<file path="src/rtl/spi_rgb_target.sv">
// SPI mode-0 target exposing three RGB duty registers and an ID byte,
// with a built-in 8-bit PWM generator driving the LED channels.
module spi_rgb_target #(
  parameter int unsigned PWM_DIV  = 4,
  parameter logic [7:0]  ID_VALUE = 8'hA5
) (
  input  logic clk,
  input  logic rst,
  input  logic spi_sck,
  input  logic spi_ssn,
  input  logic spi_mosi,
  output logic spi_miso,
  output logic spi_miso_oe,
  output logic pwm_red,
  output logic pwm_green,
  output logic pwm_blue,
  output logic wr_strobe
);

  typedef enum logic [1:0] {IDLE, CMD, DATA, DONE} state_t;

  localparam logic [7:0] DIV_M1 = 8'(PWM_DIV - 1);

  logic [2:0] sck_q;
  logic [2:0] ssn_q;
  logic [1:0] mosi_q;

  state_t     state;
  logic [2:0] bit_cnt;
  logic [7:0] shift_in;
  logic [7:0] cmd;
  logic [7:0] shifter;
  logic [7:0] duty_r, duty_g, duty_b;

  logic       sck_rise, sck_fall;
  logic       ssn_rise, ssn_fall;
  logic [7:0] next_byte;
  logic [7:0] rd_val;
  logic       next_ok;
  logic       cmd_ok;

  // ssn flops reset low so a frame already under way at reset never
  // produces a falling edge; only a fresh ssn high-then-low starts one
  always_ff @(posedge clk) begin
    if (rst) begin
      sck_q  <= '0;
      ssn_q  <= '0;
      mosi_q <= '0;
    end else begin
      sck_q  <= {sck_q[1:0], spi_sck};
      ssn_q  <= {ssn_q[1:0], spi_ssn};
      mosi_q <= {mosi_q[0], spi_mosi};
    end
  end

  assign sck_rise  = sck_q[1] & ~sck_q[2];
  assign sck_fall  = ~sck_q[1] & sck_q[2];
  assign ssn_rise  = ssn_q[1] & ~ssn_q[2];
  assign ssn_fall  = ~ssn_q[1] & ssn_q[2];
  assign next_byte = {shift_in[6:0], mosi_q[1]};
  assign next_ok   = (next_byte[6:2] == 5'd0);
  assign cmd_ok    = (cmd[6:2] == 5'd0);

  always_comb begin
    rd_val = 8'h00;
    unique case (next_byte[1:0])
      2'd0:    rd_val = duty_r;
      2'd1:    rd_val = duty_g;
      2'd2:    rd_val = duty_b;
      default: rd_val = ID_VALUE;
    endcase
  end

  always_ff @(posedge clk) begin
    if (rst) begin
      state       <= IDLE;
      bit_cnt     <= '0;
      shift_in    <= '0;
      cmd         <= '0;
      shifter     <= '0;
      duty_r      <= '0;
      duty_g      <= '0;
      duty_b      <= '0;
      spi_miso    <= 1'b0;
      spi_miso_oe <= 1'b0;
      wr_strobe   <= 1'b0;
    end else begin
      wr_strobe <= 1'b0;
      if (ssn_rise) begin
        state       <= IDLE;
        spi_miso    <= 1'b0;
        spi_miso_oe <= 1'b0;
      end else begin
        unique case (state)
          IDLE: begin
            if (ssn_fall) begin
              state       <= CMD;
              bit_cnt     <= '0;
              spi_miso    <= 1'b0;
              spi_miso_oe <= 1'b1;
            end
          end
          CMD: begin
            if (sck_rise) begin
              shift_in <= next_byte;
              bit_cnt  <= bit_cnt + 3'd1;
              if (bit_cnt == 3'd7) begin
                cmd     <= next_byte;
                shifter <= next_ok ? rd_val : 8'h00;
                state   <= DATA;
              end
            end
          end
          DATA: begin
            if (sck_fall) begin
              spi_miso <= shifter[7];
              shifter  <= {shifter[6:0], 1'b0};
            end
            if (sck_rise) begin
              shift_in <= next_byte;
              bit_cnt  <= bit_cnt + 3'd1;
              if (bit_cnt == 3'd7) begin
                state    <= DONE;
                spi_miso <= 1'b0;
                if (!cmd[7] && cmd_ok) begin
                  unique case (cmd[1:0])
                    2'd0:    duty_r <= next_byte;
                    2'd1:    duty_g <= next_byte;
                    2'd2:    duty_b <= next_byte;
                    default: ;
                  endcase
                  wr_strobe <= (cmd[1:0] != 2'd3);
                end
              end
            end
          end
          default: spi_miso <= 1'b0;
        endcase
      end
    end
  end

  logic [7:0] presc;
  logic [7:0] cnt;
  logic [7:0] sh_r, sh_g, sh_b;

  // shadows only follow the duty registers at the 255->0 wrap
  always_ff @(posedge clk) begin
    if (rst) begin
      presc     <= '0;
      cnt       <= '0;
      sh_r      <= '0;
      sh_g      <= '0;
      sh_b      <= '0;
      pwm_red   <= 1'b0;
      pwm_green <= 1'b0;
      pwm_blue  <= 1'b0;
    end else begin
      if (presc == DIV_M1) begin
        presc <= '0;
        cnt   <= cnt + 8'd1;
        if (cnt == 8'hFF) begin
          sh_r <= duty_r;
          sh_g <= duty_g;
          sh_b <= duty_b;
        end
      end else begin
        presc <= presc + 8'd1;
      end
      pwm_red   <= (cnt < sh_r);
      pwm_green <= (cnt < sh_g);
      pwm_blue  <= (cnt < sh_b);
    end
  end

endmodule

</file>
<file path="config.mk">
export PLATFORM = sky130hd
export DESIGN_NAME = spi_rgb_target
export DESIGN_NICKNAME = d
export VERILOG_FILES = /design/src/rtl/spi_rgb_target.sv
export SDC_FILE = /design/constraint.sdc
export NUM_CORES = 1
export LEC_CHECK = 0
export ABC_AREA = 1
export CORE_MARGIN = 10
export CORE_UTILIZATION = 35
export CTS_CLUSTER_DIAMETER = 40
export DETAILED_ROUTE_END_ITERATION = 8
export HOLD_SLACK_MARGIN = 0.02
export SYNTH_ARGS = -nofsm -noshare
export SYNTH_HDL_FRONTEND = slang
export SYNTH_SLANG_ARGS = --single-unit
</file>
<file path="constraint.sdc">
create_clock -name clk -period 3.5 [get_ports clk]
set_input_delay 0.35 -clock clk [delete_from_list [all_inputs] [get_ports clk]]
set_output_delay 0.35 -clock clk [all_outputs]
set_load 0.02 [all_outputs]
</file>
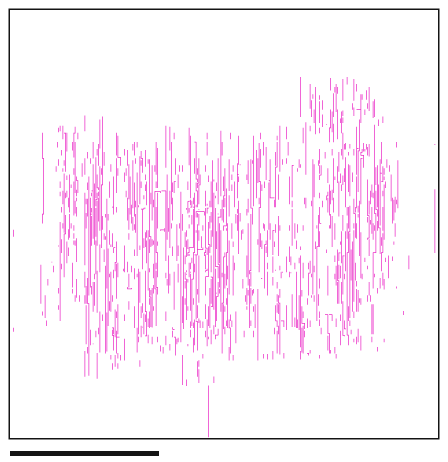
(images/met2.png)
The bar under the picture is 50 um long.
share of all routed wire = 45%
longest straight run = 50.3 um
nets with wire on the layer = 532
main direction = vertical
wire length on this layer = 5390 um

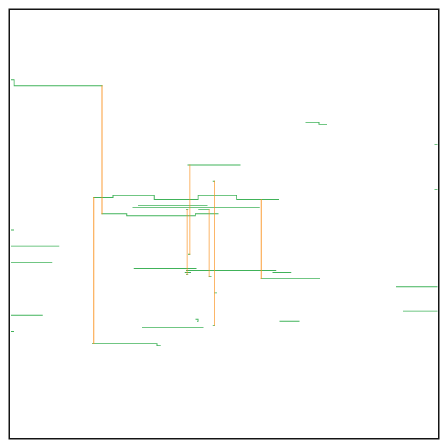
(images/metal_stack.png)
Only two layers are drawn.
met4 -> orange  # wire length 241 um
met3 -> green  # wire length 432 um

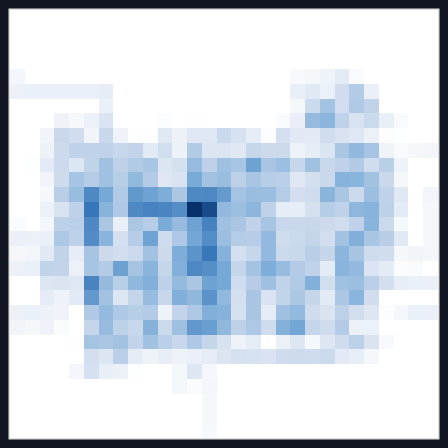
(images/wire_density.png)
The die is cut into 29 by 29 equal tiles; white is low, dark blue is high, scaled to the fullest tile. Values are wire area over tile area, all layers added.
densest ninth of the die = middle
nearly empty tiles = 46%
mean over tiles = 0.091
fullest tile = 0.64
tiles over half the peak = 4.3%

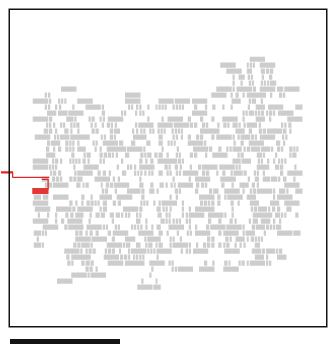
(images/port_nets.png)
The bar under the picture is 50 um long.
wr_strobe -> red  # direction output, edge left, end cells 1, buffers 1, wire 26.6 um

==> deck_impl_summary.md <==
Synthesis and Place & Route Summary

STA
  – Final Cycle Share: between 50% and 60%
  – Clk_skew: about 0.0075 ns
  – Fmax: between 400 and 500 MHz
  – Pins over their slew limit: 0
  – Final Hold Vio Count: 0
  – Fin crit period: roughly 2.0 ns
  – RSZ-0062 raised after global routing: false
  – Count of final setup violators: 0
  – Max-slew headroom: 47.4%
  – Setup TNS: 0 ns

Final layout
  – Most frequent cells in the layout: 163 x nand2_1, 117 x inv_1, 106 x dfxtp_1, 92 x nor2_1, 68 x a21oi_1
  – Filler cells: ~1600
  – Final Util: slightly below 40%
  – Final non-filler cell total: between 900 and 1000
  – Top logic cell by instance count in the layout: nand2_1
  – Area Overhead vs Synth: 8.67%
  – Antenna diodes: 0

Critical path
  – Crit path from: bit_cnt[0]
  – CP delay by family, top: simple AND/OR/NAND/NOR gates
  – CP Capture Point: cmd[0]
  – Critical path launch point type: register
  – Worst path bufs/invs: 0
  – R2r endpoint: cmd[0]
  – Slowest cell on the critical path: nor2_4
  – WS Path Type: register to register
  – CP endpoint kind: register
  – RR Startpoint: bit_cnt[0]
  – Slowest Stage Delay on Critical Path: 0.63 ns
  – Critical Path AT: about 2.3 ns

Yosys
  – Most numerous cell in the Yosys netlist: nand2_1
  – Largest cells by area: dfxtp_1 40%, nand2_1 11%, inv_1 8.2%
  – Avg Inst Size Synth: slightly above 7 um2
  – Yosys stat chip area: approximately 5300 um2
  – Sequential area share after synthesis: roughly two fifths
  – Ys flops: 106
  – Yosys warning count: 0
  – Ys async rst share: 0%
  – Yosys cell types: 33
  – Post-synthesis cell area: 5330 um2
  – Area leader share: between 30% and 40%
  – Post-Synthesis Cells: approximately 750

Pwr
  – P_sw: about 800 uW
  – Switching Share: around 30%
  – Power density of the placed cells: between 400 and 500 nW/um2
  – Max VDD drop: 0.430 mV
  – Leak pwr: about 2.4 nW
  – Flop pwr share: a little under half

Global routing
  – GRT Residual Overflow: 0
  – Gr usage total: between 10% and 20%
  – First-pass GRT wire length: 20300 um
  – Vias in the first global route: about 4200
  – Pin count of the biggest net entering global routing: 52

Routing
  – DRT iter0 DRCs: between 200 and 300
  – Routed wire length: between 10000 and 15000 um
  – DRC Markers: 0
  – Vias per std cell: ~4.7
  – Via count: between 4000 and 5000

Clocking
  – Post-CTS Resized: 0
  – CTS sink count: ~110
  – CTS tree: yes
  – Clk_lat worst skew: 0.36 ns
  – H-tree depth: 3
  – Cts bufs inserted: 9
  – Post CTS Setup Buffer Count: 0
  – Hold_buf cts: 0
  – Clock Path Buffers: 2
  – Reg clk slew, reported paths: ~0.07 ns

Place
  – Final Wtd Congestion: 0.807
  – DP Cell Count: between 900 and 1000

Floorplanning
  – # IOs: 11
  – Die height: approximately 140 um

Hold path
  – Worst hold stages: 2

Job
  – Tool warnings: 28
  – Max Cap Viol: 0

Run status
  – Status: completed
==> power by group through the flow <==
stage / registers [mW] / logic [mW] / clock network [mW]
after global routing: 1.31 / 0.529 / 1.04
after detailed placement: 1.33 / 0.453 / 0
after CTS: 1.30 / 0.455 / 1.00
after global placement: 1.33 / 0.449 / 0
after floorplan: 1.32 / 0.374 / 0
final: 1.30 / 0.450 / 0.974
==> kinds of logic (layout without fill, tap and decap cells) <==
kind of cell / after synthesis / after routing / share of synthesized area (%)
xor+xnor: 5 / 5 / 0.822
fa+ha+maj: 28 / 28 / 6.58
flops: 106 / 106 / 39.8
compound gates: 114 / 114 / 10.9
simple gates: 354 / 354 / 30.1
buf+inv: 145 / 148 / 11.7
==> layer usage <==
layer	GRT usage, %	up-vias	share of wire (%)
li1	-	2395	-
met1	15.6	1923	49
met2	19.5	52	45
met3	3.00	15	3.6
met4	4.78	0	2.0
met5	0	-	0
==> through the flow <==
stage	cell area, um2	hold WS, ns	setup WS, ns
after floorplan	5330	0.388	1.97
after global placement	5510	0.389	1.46
after detailed placement	5510	0.399	1.48
after CTS	5790	0.410	1.47
after global routing	5790	0.431	1.28
final	5790	0.408	1.47
==> final cells by class <==
class                           count  area, um2  share of cell area [%]
Sequential cell                   106       2120                    36.7
Timing Repair Buffer               14        125                    2.16
Clock buffer                       11        253                    4.37
Clock inverter                      4       26.3                   0.454
Multi-Input combinational cell    501       2580                    44.6
Inverter                          119        447                    7.72
Tap cell                          188        235                    4.06
==> worst reg2reg max path, cell delays in order, from the launching register on <==
cell,delay (ns)
dfxtp_1,0.35
ha_1,0.15
ha_1,0.15
nand3_2,0.13
nor2_4,0.63
nand2_4,0.23
o21ai_0,0.23
a21oi_1,0.06
Power is estimated from default activity; no workload was simulated.
